## config.mk

```make
export PLATFORM = sky130hd
export DESIGN_NAME = adc_seq_ctrl
export DESIGN_NICKNAME = d
export VERILOG_FILES = /design/src/rtl/adc_pkg.sv /design/src/rtl/adc_cyc_timer.sv /design/src/rtl/adc_seq_ctrl.sv
export SDC_FILE = /design/constraint.sdc
export NUM_CORES = 1
export LEC_CHECK = 0
export CAP_MARGIN = 10
export CORE_AREA = 2 2 126 128
export DETAILED_ROUTE_END_ITERATION = 6
export DIE_AREA = 0 0 128 130
export PLACE_DENSITY = 0.51
export SLEW_MARGIN = 40
export SYNTH_ARGS = -nofsm -noshare
export SYNTH_HDL_FRONTEND = slang
export SYNTH_SLANG_ARGS = --single-unit
```

## constraint.sdc

```tcl
create_clock -name clk -period 5.5 [get_ports clk]
set_clock_uncertainty 0.05 [all_clocks]
set_input_delay 1.1 -clock clk [delete_from_list [all_inputs] [get_ports clk]]
set_output_delay 1.1 -clock clk [all_outputs]
set_load 0.05 [all_outputs]
```

## src/rtl/adc_pkg.sv

```systemverilog
`default_nettype none
// ============================================================================
// Module      : adc_pkg
// Description : Shared types and constants for the ADC scan sequencer.
// Revision    : 1.0 - initial release
// ============================================================================
package adc_pkg;

   localparam int DATA_W      = 16;
   localparam int WINLOG2_MIN = 1;
   localparam int WINLOG2_MAX = 10;
   localparam int PAIR_CNT_W  = 11;
   localparam int TMR_W       = 16;

   typedef enum logic [1:0] {
      ST_IDLE   = 2'd0,
      ST_START  = 2'd1,
      ST_WAIT   = 2'd2,
      ST_SETTLE = 2'd3
   } adc_state_e;

   function automatic logic [3:0] clamp_winlog2(input logic [3:0] w);
      logic [3:0] r;
      r = w;
      if (w < 4'(WINLOG2_MIN)) r = 4'(WINLOG2_MIN);
      if (w > 4'(WINLOG2_MAX)) r = 4'(WINLOG2_MAX);
      return r;
   endfunction

endpackage
`default_nettype wire

```

## src/rtl/adc_cyc_timer.sv

```systemverilog
`default_nettype none
// ============================================================================
// Module      : adc_cyc_timer
// Description : Loadable down-counter that stops at zero and flags it.
// Revision    : 1.0 - initial release
// ============================================================================
module adc_cyc_timer
   import adc_pkg::*;
#(
   parameter int WIDTH = TMR_W
) (
   input  logic             clk,
   input  logic             rst,
   input  logic             load,
   input  logic [WIDTH-1:0] load_val,
   output logic             zero
);

   logic [WIDTH-1:0] cnt_q;
   logic [WIDTH-1:0] cnt_d;

   always_comb begin
      cnt_d = cnt_q;
      if (load) begin
         cnt_d = load_val;
      end else if (cnt_q != '0) begin
         cnt_d = cnt_q - WIDTH'(1);
      end
   end

   always_ff @(posedge clk) begin
      if (rst) begin
         cnt_q <= '0;
      end else begin
         cnt_q <= cnt_d;
      end
   end

   assign zero = (cnt_q == '0);

endmodule
`default_nettype wire

```

## src/rtl/adc_seq_ctrl.sv

```systemverilog
`default_nettype none
// ============================================================================
// Module      : adc_seq_ctrl
// Description : Two-channel ADC scan sequencer with windowed pair counting.
// Revision    : 1.0 - initial release
// ============================================================================
module adc_seq_ctrl
   import adc_pkg::*;
#(
   parameter int SETTLE_CYC  = 8,
   parameter int TIMEOUT_CYC = 1023
) (
   input  logic              clk,
   input  logic              rst,
   input  logic              en,
   input  logic [3:0]        winlog2,
   input  logic              adc_done,
   input  logic [DATA_W-1:0] adc_data,
   output logic              adc_start,
   output logic              adc_ch,
   output logic [DATA_W-1:0] adc1dat,
   output logic [DATA_W-1:0] adc2dat,
   output logic              dat_vld,
   output logic              win_done,
   output logic              busy,
   output logic              err
);

   localparam logic [TMR_W-1:0] SETTLE_LOAD  = (SETTLE_CYC > 0)  ? TMR_W'(SETTLE_CYC - 1)  : '0;
   localparam logic [TMR_W-1:0] TIMEOUT_LOAD = (TIMEOUT_CYC > 0) ? TMR_W'(TIMEOUT_CYC - 1) : '0;
   // A zero-length settle skips the SETTLE state entirely.
   localparam adc_state_e ST_AFTER_CAP = (SETTLE_CYC > 0) ? ST_SETTLE : ST_START;

   adc_state_e            state_q, state_d;
   logic                  adc_ch_q, adc_ch_d;
   logic [DATA_W-1:0]     hold_q, hold_d;
   logic [DATA_W-1:0]     adc1dat_q, adc1dat_d;
   logic [DATA_W-1:0]     adc2dat_q, adc2dat_d;
   logic                  dat_vld_q, dat_vld_d;
   logic                  win_done_q, win_done_d;
   logic                  err_q, err_d;
   logic [PAIR_CNT_W-1:0] pair_cnt_q, pair_cnt_d;
   logic [3:0]            win_log2_q, win_log2_d;

   logic                  tmr_load;
   logic [TMR_W-1:0]      tmr_val;
   logic                  tmr_zero;
   logic [PAIR_CNT_W-1:0] win_mask;
   logic                  win_last;

   adc_cyc_timer #(.WIDTH(TMR_W)) u_tmr (
      .clk      (clk),
      .rst      (rst),
      .load     (tmr_load),
      .load_val (tmr_val),
      .zero     (tmr_zero)
   );

   assign win_mask = (PAIR_CNT_W'(1) << win_log2_q) - PAIR_CNT_W'(1);
   assign win_last = (pair_cnt_q == win_mask);

   always_comb begin
      state_d    = state_q;
      adc_ch_d   = adc_ch_q;
      hold_d     = hold_q;
      adc1dat_d  = adc1dat_q;
      adc2dat_d  = adc2dat_q;
      dat_vld_d  = 1'b0;
      win_done_d = 1'b0;
      err_d      = err_q;
      pair_cnt_d = pair_cnt_q;
      win_log2_d = win_log2_q;
      tmr_load   = 1'b0;
      tmr_val    = TIMEOUT_LOAD;

      case (state_q)
         ST_IDLE: begin
            adc_ch_d = 1'b0;
            if (en) begin
               win_log2_d = clamp_winlog2(winlog2);
               pair_cnt_d = '0;
               err_d      = 1'b0;
               state_d    = ST_START;
            end
         end
         ST_START: begin
            tmr_load = 1'b1;
            tmr_val  = TIMEOUT_LOAD;
            state_d  = ST_WAIT;
         end
         ST_WAIT: begin
            // A done in the final timeout cycle wins over the timeout.
            if (adc_done) begin
               tmr_load = 1'b1;
               tmr_val  = SETTLE_LOAD;
               if (!adc_ch_q) begin
                  hold_d   = adc_data;
                  adc_ch_d = 1'b1;
                  state_d  = ST_AFTER_CAP;
               end else begin
                  adc1dat_d  = hold_q;
                  adc2dat_d  = adc_data;
                  dat_vld_d  = 1'b1;
                  win_done_d = win_last;
                  adc_ch_d   = 1'b0;
                  if (win_last) begin
                     pair_cnt_d = '0;
                     win_log2_d = clamp_winlog2(winlog2);
                  end else begin
                     pair_cnt_d = pair_cnt_q + PAIR_CNT_W'(1);
                  end
                  state_d = en ? ST_AFTER_CAP : ST_IDLE;
               end
            end else if (tmr_zero) begin
               err_d      = 1'b1;
               hold_d     = '0;
               pair_cnt_d = '0;
               adc_ch_d   = 1'b0;
               state_d    = ST_IDLE;
            end
         end
         ST_SETTLE: begin
            if (tmr_zero) begin
               state_d = ST_START;
            end
         end
         default: begin
            state_d = ST_IDLE;
         end
      endcase
   end

   always_ff @(posedge clk) begin
      if (rst) begin
         state_q    <= ST_IDLE;
         adc_ch_q   <= 1'b0;
         hold_q     <= '0;
         adc1dat_q  <= '0;
         adc2dat_q  <= '0;
         dat_vld_q  <= 1'b0;
         win_done_q <= 1'b0;
         err_q      <= 1'b0;
         pair_cnt_q <= '0;
         win_log2_q <= 4'(WINLOG2_MIN);
      end else begin
         state_q    <= state_d;
         adc_ch_q   <= adc_ch_d;
         hold_q     <= hold_d;
         adc1dat_q  <= adc1dat_d;
         adc2dat_q  <= adc2dat_d;
         dat_vld_q  <= dat_vld_d;
         win_done_q <= win_done_d;
         err_q      <= err_d;
         pair_cnt_q <= pair_cnt_d;
         win_log2_q <= win_log2_d;
      end
   end

   assign adc_start = (state_q == ST_START);
   assign busy      = (state_q != ST_IDLE);
   assign adc_ch    = adc_ch_q;
   assign adc1dat   = adc1dat_q;
   assign adc2dat   = adc2dat_q;
   assign dat_vld   = dat_vld_q;
   assign win_done  = win_done_q;
   assign err       = err_q;

endmodule
`default_nettype wire

```

Figure 1. Signal wires on met1 (run 1).
Scale: 3 px per µm. Supply wires on this layer in gray.
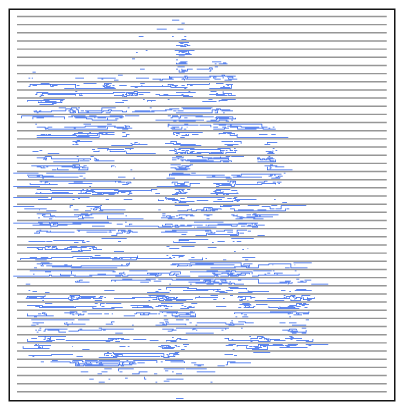
share of all routed wire = 45%
longest straight run = 28.1 µm

Figure 2. M2 wires (run 1).
Scale: 2 px per µm.
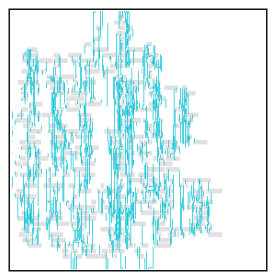
share of all routed wire = 47%
longest straight run = 73.8 µm
nets with wire on the layer = 476
main direction = vertical
Routed Wire Length: 9920 µm
total vias in the final route: 3667
GR met2 Demand/Resource: 21.2%

Figure 3. Signal wires on met3 (run 1).
Scale: 3 px per µm.
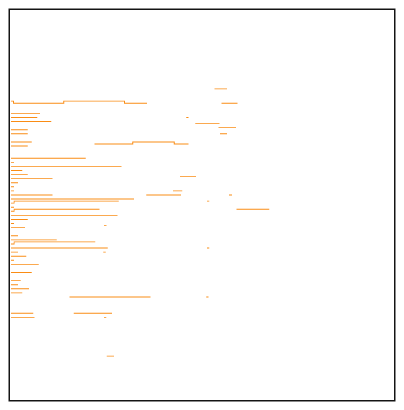
longest straight run = 40.7 µm
main direction = horizontal
wire length on this layer = 615 µm

==> reports/writeup.txt, run 1 <==
The flow ran to the end, and the final reports show no timing, DRC or antenna violations. The non-clock buffering overhead in the final layout was 12.2%. TritonCTS created 9 clock buffers.

The final routed DRC violation total was 0. Summed over all nets, wire length on met2 after detailed routing comes to 4680 µm. The logs give 1.76 nW for the reported leakage power and 6830 µm for the sum of net half-perimeters after detailed placement. With the violation count after the first detailed-routing iteration at 144, the portion of the layout cell area used by clock cells is 5.52%. The area fraction in and, or, nand and nor cells after synthesis works out to 27.7%.

The share of final-layout standard cells stronger than drive strength 1 was 5.56%. Worst reg-to-reg path cell count: 9. Slack of the worst reg-to-reg path: 1.75 ns. Looking at hold timing, the worst path starts from hold_q[15]. In the finished layout, the clock tree contains a buffer count of 11. The run gives 12.3% as the global router's overall resource usage. The critical path data required time is 5.68 ns. According to the floorplan report, the die width is 128 µm.

The least setup slack across all paths after layout came out at 1.75 ns. During synthesis, Yosys emitted a total of 0 warnings. The routed design shows a wire length per standard cell of 13.2 µm. The number of multi-input combinational cells in the layout is 383. The run gives 52.2% as the relative slew slack.

The commonest cells after synthesis are 104 x nand2_1, 85 x dfxtp_1, 72 x a21oi_1. The sequential cell count was 85. Along the critical path, the tally of buffer and inverter instances is 0.

Via count of the first global-routing pass: 3509. OpenSTA, run right after detailed placement, puts the worst setup slack at 1.77 ns. The highest layer touched by signal routing is met4.

In the per-layer summary, the met1 wirelength comes to 4450 µm. In this run the maximum-capacitance check reported violations numbering 0. The global-route congestion overflow total is 0, and the highest attainable clock frequency is 0.267 GHz.

The predominant post-synthesis flop cell was dfxtp_1. With the power dissipated in combinational cells at 515 µW, the area of the die is 16600 µm². The number of cells on the worst hold path is listed as 2. For the area of placed instances, the log shows 4780 µm². Total of plain and repair buffers excluding clock buffers: 63. Counting along the longest clock path gives a buffer depth of 2.

With the compound-gate portion of the synthesized area at 20.0%, the post-route non-filler standard cell count is 750. Share of the final layout cell area in sequential cells: 33.7%. After floorplanning, the core was sized to cover 15400 µm². Looking at the global route congestion table, the highest-usage layer is met2. The top cell class by occupied area was logic gates. The adder-cell area share of the yosys netlist was 2.16%. The logs give 584 for the number of nets in the finished design and 510 for the number of cell instances after yosys synthesis. Setup repair after global routing left no endpoint under its margin. The number of logged tool warnings is 29. The worst-case IR drop observed on VDD is 0.000134 V.

The sequential-cell power consumption was 730 µW. STA puts the critical path data arrival time at 3.93 ns. The area share of xor/xnor cells in the synthesized design came out at 3.03%. The final number of setup-violating endpoints is 0. The share of total power dissipated in sequential elements is 40.3%.

The share of total power dissipated in combinational logic is 28.4%. The most frequent cell on the critical path was or4_1. Most area-hungry cell type in the Yosys netlist: dfxtp_1. The multi-input combinational cells in the finished layout cover a total of 2180 µm². Looking at the reg2reg group, the worst path ends at pair_cnt_q[10].
## Run 2: what changed since run 1
--- a/config.mk
+++ b/config.mk
@@ -9,7 +9,7 @@
 export CORE_AREA = 2 2 126 128
 export DETAILED_ROUTE_END_ITERATION = 6
 export DIE_AREA = 0 0 128 130
-export PLACE_DENSITY = 0.51
+export PLACE_DENSITY = 0.53
 export SLEW_MARGIN = 40
 export SYNTH_ARGS = -nofsm -noshare
 export SYNTH_HDL_FRONTEND = slang
==> constraint.sdc (replaced) <==
create_clock -name clk -period 3.4 [get_ports clk]
set_clock_uncertainty 0.05 [all_clocks]
set_input_delay 0.68 -clock clk [delete_from_list [all_inputs] [get_ports clk]]
set_output_delay 0.68 -clock clk [all_outputs]
set_load 0.05 [all_outputs]
Figure 4. Signal wires on met1 (run 2).
Scale: 3 px per µm. Supply wires on this layer in gray.
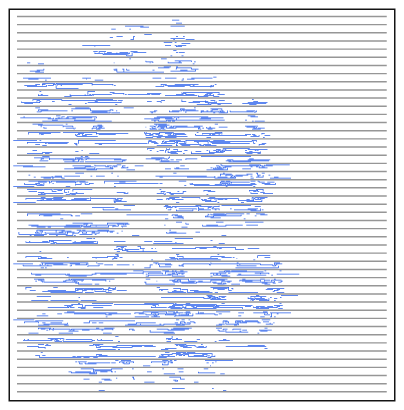
wire length on this layer = 4440 µm
nets with wire on the layer = 530
main direction = horizontal
longest straight run = 26.2 µm
share of all routed wire = 45%

==> reports/writeup.txt, run 2 <==
The run finished with clean final reports. Setup repair after global routing left no endpoint under its margin. The logs give 16600 µm² (unchanged) for the area of the die and 12 (+1) for the count of clock buffers in the final design.

In the final design, more cell area goes to logic gates than to any other class. The post-route non-filler standard cell count is 757 (+0.93%), and the final wirelength is 9890 µm (-0.29%). The run gives 0.220 ns (-1.55 ns) as the worst setup timing slack at the placement stage. The total of plain and repair buffers excluding clock buffers is 71 (+13%), and the power dissipated in combinational cells is 882 µW (+71%).

The slack of the worst reg-to-reg path is 0.29 ns (-1.46 ns), and the multi-input gate count is 383 (unchanged). In this run the most critical hold path is launched from hold_q[9]. The number of buffers created by CTS is 9 (unchanged). The logs give 0 (unchanged) for the tally of yosys warning messages and 15400 µm² (unchanged) for the area of the placeable core. Count of buffer and inverter cells on the critical path: 0 (unchanged).

Global routing put the most usage on met2. The share of final-layout standard cells stronger than drive strength 1 was 6.37% (+0.82 points). With the portion of the layout cell area used by clock cells at 5.70% (+0.18 points), the final number of setup-violating endpoints is 0 (unchanged). The predominant post-synthesis flop cell is dfxtp_1.

For the worst reg-to-reg path, the endpoint reported by OpenROAD is pair_cnt_q[6]. Power share of the sequential group: 38.5% (-1.8 points). Most area-hungry cell type in the Yosys netlist: dfxtp_1. The relative slew slack was 52.3% (+0.10 points). Non-clock buffering overhead in the final layout: 13.3% (+1.1 points).

The share of the final layout cell area in sequential cells is 33.1% (-0.52 points), and the area of placed instances is 4840 µm² (+1.3%). The tools report the combinational gate area as 2180 µm² (unchanged). The die outline width was 128 µm (unchanged); the maximum count of clock buffers along a single path was 2 (unchanged). Ranked by instance count, the synthesized netlist is headed by 104 x nand2_1, 85 x dfxtp_1, 72 x a21oi_1. With the wire length on met2 at 4730 µm (+1.1%), the post-route met1 wirelength is 4440 µm (-0.31%). The tools report the sequential-cell power consumption as 1.16 mW (+59%).

The area fraction in and, or, nand and nor cells after synthesis was 27.7% (unchanged). The met2 track utilization from global routing was 21.8% (+0.57 points); the violation count after the first detailed-routing iteration was 200 (+39%). The adder-cell area share of the yosys netlist came out at 2.16% (unchanged).

The compound-gate portion of the synthesized area was 20.0% (unchanged). The highest layer touched by signal routing is met5. The reported leakage power came out at 1.81 nW (+2.8%). The final routed DRC violation total was 0 (unchanged).

Counting stages on the worst path, the most repeated cell is or4_1. The routed length per placed instance came out at 13.1 µm (-1.2%). Number of logged tool warnings: 29 (unchanged).

For the max-capacitance violation count, the log shows 0 (unchanged).
No activity file was given, so power comes from the tool's default toggle rates.
